met2.png
Scale bar: 20 um.
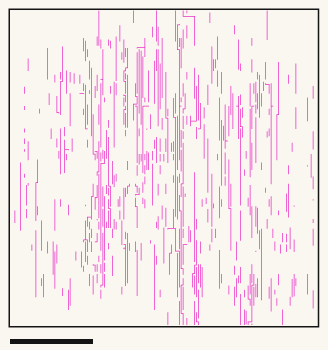
met3.png
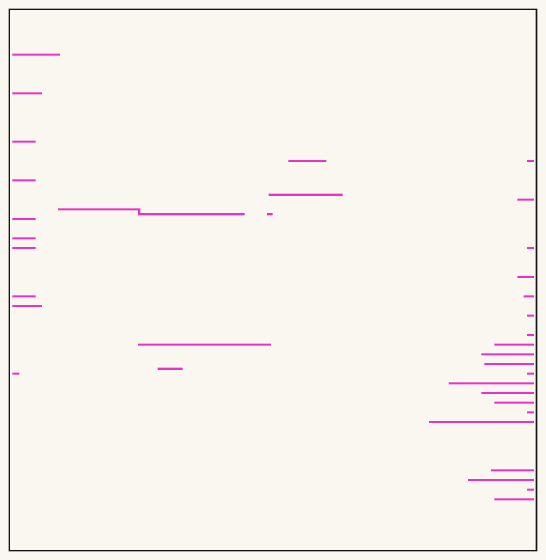
$ cat config.mk
export PLATFORM = sky130hd
export DESIGN_NAME = ro_puf_challenger
export DESIGN_NICKNAME = d
export VERILOG_FILES = /design/src/rtl/ro_puf_challenger.sv
export SDC_FILE = /design/constraint.sdc
export NUM_CORES = 1
export LEC_CHECK = 0
export ABC_AREA = 1
export CORE_AREA = 2 2 72 74
export DETAILED_ROUTE_END_ITERATION = 12
export DIE_AREA = 0 0 74 76
export PLACE_DENSITY_LB_ADDON = 0.1
export SYNTH_ARGS = -nofsm -noshare
export SYNTH_HDL_FRONTEND = slang
export SYNTH_SLANG_ARGS = --single-unit
$ cat constraint.sdc
create_clock -name clk -period 2.6 [get_ports clk]
set_input_delay 0.26 -clock clk [delete_from_list [all_inputs] [get_ports clk]]
set_output_delay 0.26 -clock clk [all_outputs]
set_load 0.05 [all_outputs]
$ cat src/rtl/ro_puf_challenger.sv
// ---------------------------------------------------------------------------
// ro_puf_challenger
//
// Challenge/response controller for the ring-oscillator PUF array. For each
// response bit it performs these steps:
//   - select an oscillator pair derived from the challenge,
//   - pulse the counter clear,
//   - gate the pair for WINDOW cycles and wait SETTLE cycles,
//   - compare the two counts and store the result as response[k].
//
// Ports:
//   clk, rst_n          system clock, asynchronous active-low reset
//   start               begin a challenge (accepted only in IDLE)
//   abort               cancel a run in progress
//   challenge[7:0]      challenge word, latched on start acceptance
//   cnt_a, cnt_b [7:0]  counts of the oscillators selected by ro_sel_a/b
//   ro_sel_a/b [2:0]    oscillator indices of the current pair
//   ro_en               oscillator/counter gate enable
//   cnt_clr             counter clear pulse
//   busy                run in progress
//   resp_valid          one-cycle pulse when response is complete
//   response[NBITS-1:0] response word, bit k = result of pair k
//   tie_cnt[3:0]        number of equal-count bits in the last run (sat. 15)
// ---------------------------------------------------------------------------
module ro_puf_challenger #(
  parameter int NBITS  = 8,
  parameter int WINDOW = 64,
  parameter int SETTLE = 2
) (
  input  logic             clk,
  input  logic             rst_n,
  input  logic             start,
  input  logic             abort,
  input  logic [7:0]       challenge,
  input  logic [7:0]       cnt_a,
  input  logic [7:0]       cnt_b,
  output logic [2:0]       ro_sel_a,
  output logic [2:0]       ro_sel_b,
  output logic             ro_en,
  output logic             cnt_clr,
  output logic             busy,
  output logic             resp_valid,
  output logic [NBITS-1:0] response,
  output logic [3:0]       tie_cnt
);

  // The phase timer counts 0..N-1 inside RUN and SETTLE.
  localparam int TMAX = (WINDOW > SETTLE) ? WINDOW : SETTLE;
  localparam int TW   = (TMAX > 1) ? $clog2(TMAX) : 1;
  localparam logic [TW-1:0] WIN_LAST = TW'(WINDOW - 1);
  localparam logic [TW-1:0] SET_LAST = TW'(SETTLE - 1);
  localparam logic [TW-1:0] TMR_ZERO = TW'(0);
  localparam logic [TW-1:0] TMR_ONE  = TW'(1);
  localparam logic [3:0]    BIT_LAST = 4'(NBITS - 1);

  typedef enum logic [2:0] {
    ST_IDLE   = 3'd0,
    ST_CLEAR  = 3'd1,
    ST_RUN    = 3'd2,
    ST_SETTLE = 3'd3,
    ST_SAMPLE = 3'd4,
    ST_DONE   = 3'd5
  } state_t;

  state_t            state_r, state_s;
  logic [TW-1:0]     tmr_r, tmr_s;
  logic [3:0]        bit_r;
  logic [5:0]        chal_r;
  logic              abort_hit_s;
  logic              accept_s;
  logic              tie_s;
  logic [NBITS-1:0]  resp_upd_s;
  logic [3:0]        tie_upd_s;
  logic [2:0]        sel_k_s;
  logic [5:0]        chal_src_s;
  logic [5:0]        sel_next_s;
  logic              unused_chal_s;

  // Reserved challenge bits carry no function.
  assign unused_chal_s = ^challenge[7:6];

  // Pair mapping: A = c[2:0] + k (mod 8), B = A ^ off, where a zero offset
  // is forced to 1 so that A and B can never select the same oscillator.
  function automatic logic [5:0] pair_sel(input logic [5:0] c, input logic [2:0] k);
    logic [2:0] a;
    logic [2:0] off;
    a   = c[2:0] + k;
    off = (c[5:3] == 3'd0) ? 3'd1 : c[5:3];
    return {a, a ^ off};
  endfunction

  // Abort and start qualification.
  always_comb begin
    abort_hit_s = abort && (state_r != ST_IDLE);
    accept_s    = start && (state_r == ST_IDLE);
  end

  // Next-state logic; abort overrides every transition.
  always_comb begin
    state_s = state_r;
    if (abort_hit_s) begin
      state_s = ST_IDLE;
    end else begin
      case (state_r)
        ST_IDLE: begin
          if (start) state_s = ST_CLEAR;
          else       state_s = ST_IDLE;
        end
        ST_CLEAR:  state_s = ST_RUN;
        ST_RUN: begin
          if (tmr_r == WIN_LAST) state_s = ST_SETTLE;
          else                   state_s = ST_RUN;
        end
        ST_SETTLE: begin
          if (tmr_r == SET_LAST) state_s = ST_SAMPLE;
          else                   state_s = ST_SETTLE;
        end
        ST_SAMPLE: begin
          if (bit_r == BIT_LAST) state_s = ST_DONE;
          else                   state_s = ST_CLEAR;
        end
        ST_DONE:   state_s = ST_IDLE;
        default:   state_s = ST_IDLE;
      endcase
    end
  end

  // Phase timer: restarts on every state change, counts only in RUN/SETTLE.
  always_comb begin
    tmr_s = TMR_ZERO;
    if ((state_s == state_r) && ((state_r == ST_RUN) || (state_r == ST_SETTLE))) begin
      tmr_s = tmr_r + TMR_ONE;
    end else begin
      tmr_s = TMR_ZERO;
    end
  end

  // Sample-time update of the response word and the saturating tie counter.
  always_comb begin
    tie_s      = (cnt_a == cnt_b);
    resp_upd_s = response;
    for (int i = 0; i < NBITS; i++) begin
      if (bit_r == 4'(i)) resp_upd_s[i] = (cnt_a > cnt_b);
      else                resp_upd_s[i] = response[i];
    end
    if (tie_s && (tie_cnt != 4'hF)) tie_upd_s = tie_cnt + 4'd1;
    else                            tie_upd_s = tie_cnt;
  end

  // Pair for the upcoming CLEAR: bit 0 from the live challenge on acceptance,
  // otherwise the next bit of the latched challenge.
  always_comb begin
    if (state_r == ST_IDLE) begin
      sel_k_s    = 3'd0;
      chal_src_s = challenge[5:0];
    end else begin
      sel_k_s    = bit_r[2:0] + 3'd1;
      chal_src_s = chal_r;
    end
    sel_next_s = pair_sel(chal_src_s, sel_k_s);
  end

  // State and phase timer registers.
  always_ff @(posedge clk or negedge rst_n) begin
    if (!rst_n) begin
      state_r <= ST_IDLE;
      tmr_r   <= TMR_ZERO;
    end else begin
      state_r <= state_s;
      tmr_r   <= tmr_s;
    end
  end

  // Registered control outputs, decoded from the next state so they line up
  // with the state they belong to; selects change only on entry to CLEAR.
  always_ff @(posedge clk or negedge rst_n) begin
    if (!rst_n) begin
      ro_en      <= 1'b0;
      cnt_clr    <= 1'b0;
      busy       <= 1'b0;
      resp_valid <= 1'b0;
      ro_sel_a   <= 3'd0;
      ro_sel_b   <= 3'd0;
    end else begin
      ro_en      <= (state_s == ST_RUN);
      cnt_clr    <= (state_s == ST_CLEAR);
      busy       <= (state_s != ST_IDLE);
      resp_valid <= (state_s == ST_DONE);
      if (state_s == ST_CLEAR) begin
        ro_sel_a <= sel_next_s[5:3];
        ro_sel_b <= sel_next_s[2:0];
      end
    end
  end

  // Challenge latch, bit index, response word and tie counter.
  always_ff @(posedge clk or negedge rst_n) begin
    if (!rst_n) begin
      chal_r   <= 6'd0;
      bit_r    <= 4'd0;
      response <= {NBITS{1'b0}};
      tie_cnt  <= 4'd0;
    end else if (abort_hit_s) begin
      response <= {NBITS{1'b0}};
      tie_cnt  <= 4'd0;
    end else if (accept_s) begin
      chal_r   <= challenge[5:0];
      bit_r    <= 4'd0;
      response <= {NBITS{1'b0}};
      tie_cnt  <= 4'd0;
    end else if (state_r == ST_SAMPLE) begin
      response <= resp_upd_s;
      tie_cnt  <= tie_upd_s;
      if (bit_r != BIT_LAST) bit_r <= bit_r + 4'd1;
    end
  end

endmodule
==> out/results.env <==
STATUS='complete, no violations'
CTS_TREE='built'
CTS.HTREE.LEVELS=2
DP.CELLS=414
NETLIST.AREA_LEADER.SHARE=0.433
R2R.WORST_PATH.CELLS=10
CRIT_PATH_TOP_DELAY_CELL='sky130_fd_sc_hd__dfrtp_1'
YS.WARNINGS.COUNT=0
ENDPOINT='ro_sel_b[2]'
PERIOD_NEEDED_NS=2.10
CPLARGESTDELAYFAMILY='simple AND/OR/NAND/NOR gates'
CP_NUM_BUF_INV=1
CP_CELL_SEQUENCE='nor2_4, nand2_4, o21ai_0, ha_1, inv_1, fa_1, nand3_1, nand3_1, nand3_1, nand2_1'
SYN_TO_FINAL_GROWTH_PCT=26.5
CTS-ROOT-BUF='sky130_fd_sc_hd__clkbuf_8'
NUM_ROWS=26
DRC=0
PATH_COMMON_CELL='sky130_fd_sc_hd__nand3_1'
SYNTH.CELLMIX.COMPOUNDSHARE=0.0803
ANTENNA_FOUND_INITIAL=0
DRT_PRE_ANTENNA_ITERS=4
GRT_FIRST_PASS_WIRELENGTH_UM=8180
DPL-INSTANCE-AREA_MM2=0.00289
STARTING_DRC_COUNT_IN_DETAILED_ROUTING=83
TIMING.CRITICAL_PATH.DEPTH=10
SYNTH-EDFF-COUNT=0
YS_SH_MUX=0
GRT_START_MAX_NET_PINS=42
VIAS_IN_THE_FIRST_GLOBAL_ROUTE=1902
PATH_MAX_FANOUT=14
AREA_OF_ALL_SEQUENTIAL_STANDARD_CELLS_MM2=0.00103
POWER.STATIC_LEAKAGE_nW=1.46
RELSLEWSLACK=0.385
CTS-BUFFERS-INSERTED=5
YOSYS-STAT-CELLS=301
SYNTH_SEQ_SHARE=0.433
IR_DROP_uV=518
TOPCELLSBYAREA='sky130_fd_sc_hd__dfrtp_1 (43%), sky130_fd_sc_hd__nand2_1 (10%), sky130_fd_sc_hd__ha_1 (8.5%)'
WARNING_COUNT=32
ACHIEVABLE-FREQUENCY_MHz=477
POWER.DENSITY_mW_PER_MM2=899
FINALNETCOUNT=396
POST_SYNTH_MOST_FREQUENT_CELLS='sky130_fd_sc_hd__nand2_1 (65), sky130_fd_sc_hd__inv_1 (42), sky130_fd_sc_hd__dfrtp_1 (41), sky130_fd_sc_hd__nand3_1 (35), sky130_fd_sc_hd__nor2_1 (29)'
POSTLAYOUTCOREUTIL=0.610
POSTCTSSETUPREPAIRBUFS=0
YOSYS.AREA_SHARE.XOR_XNOR=0.0259
CLOCK_INSERTION_DELAY_WORST_SKEW_NS=0.29
POST_SYNTH_AND_OR_NAND_NOR_AREA_FRACTION=0.284
FINAL.SETUP.WORST_SLACK_NS=0.503
TOTALPOWERFINAL_W=0.00269
CRIT_REQUIRED_NS=2.78
SYNTH.LOGIC.TOP_FAMILY='simple AND/OR/NAND/NOR gates'
ROUTEDWLPERCELL_UM=10.9
HOLDBUFCOUNTCTS=0
NETLIST_AREA_MM2=0.00237
SYNTH_CELL_TYPES=27
GRT_OVERFLOW_TOTAL=0
CRIT-REG2REG-CAPTURE='ro_sel_b[2]'
PIN_COUNT=50
LARGEST_AREA_CELL='sky130_fd_sc_hd__dfrtp_1'
ANTENNA_CELLS=0
PORTBUFFERS=47
R2R_SETUP_SLACK_NS=0.50
GRT_SETUP_UNREPAIRED='no'
WORSTMARGINPINSLEW_NS=0.923
FINAL-MAX-SLEW-VIOLATION-COUNT=0
DRV_CAP=0
CTS_MAX_PATH_BUFFERS=2
Notes on met2.png above:
share of all routed wire: 47%
nets with wire on the layer: 306
GR Layer Usage met2: 0.297
WL final: 4600 um
vias after detailed routing: 2019

Notes on met3.png above:
nets with wire on the layer: 33
main direction: horizontal
share of all routed wire: 4.0%
wire length on this layer: 184 um
longest straight run: 18.4 um
met3 track demand over resource in global routing: 0.0384

==> registers in the layout, summed over array words and instances (netlist names), 3 cells and up <==
register and flops:
tie_cnt 4, ro_sel_a 3, tmr_r 6, response 8, chal_r 6, bit_r 4
ro_sel_b 3, state_r 3
==> metal layers <==
layer,vias up,GRT usage,share of wire
met3,4,0.0384,0.040
met4,0,0.0436,0.0087
met1,915,0.238,0.48
li1,1061,-,-
met5,-,0,0
met2,39,0.297,0.47
==> layout make-up <==
class | instances | share of cell area
clock buffers | 5 | 0.0230
repair buffers | 47 | 0.155
clock inverters | 2 | 0.0117
inverters | 45 | 0.0564
multi-input cells | 211 | 0.382
well taps | 70 | 0.0292
flip-flops and latches | 41 | 0.342
==> cells in the final DEF (no fill, tap or decap), types with 2 or more instances in the layout <==
cell type and n:
sky130_fd_sc_hd__a21oi_1 4, sky130_fd_sc_hd__a31oi_1 2, sky130_fd_sc_hd__clkbuf_8 5, sky130_fd_sc_hd__clkdlybuf4s50_1 46, sky130_fd_sc_hd__dfrtp_1 41, sky130_fd_sc_hd__ha_1 16
sky130_fd_sc_hd__inv_1 42, sky130_fd_sc_hd__inv_2 3, sky130_fd_sc_hd__nand2_1 65, sky130_fd_sc_hd__nand2_2 5, sky130_fd_sc_hd__nand3_1 35, sky130_fd_sc_hd__nor2_1 29
sky130_fd_sc_hd__nor3_1 9, sky130_fd_sc_hd__o21ai_0 20, sky130_fd_sc_hd__o21ai_1 10, sky130_fd_sc_hd__xnor2_1 3, sky130_fd_sc_hd__xor2_1 4
==> power breakdown <==
part	leakage, nW	total [W]	switching (W)	internal, W
sequential	0.543	0.000881	0.0000979	0.000783
combinational	0.861	0.00132	0.000879	0.000441
clock	0.0540	0.000493	0.000214	0.000279
No activity file was given, so power comes from the tool's default toggle rates.
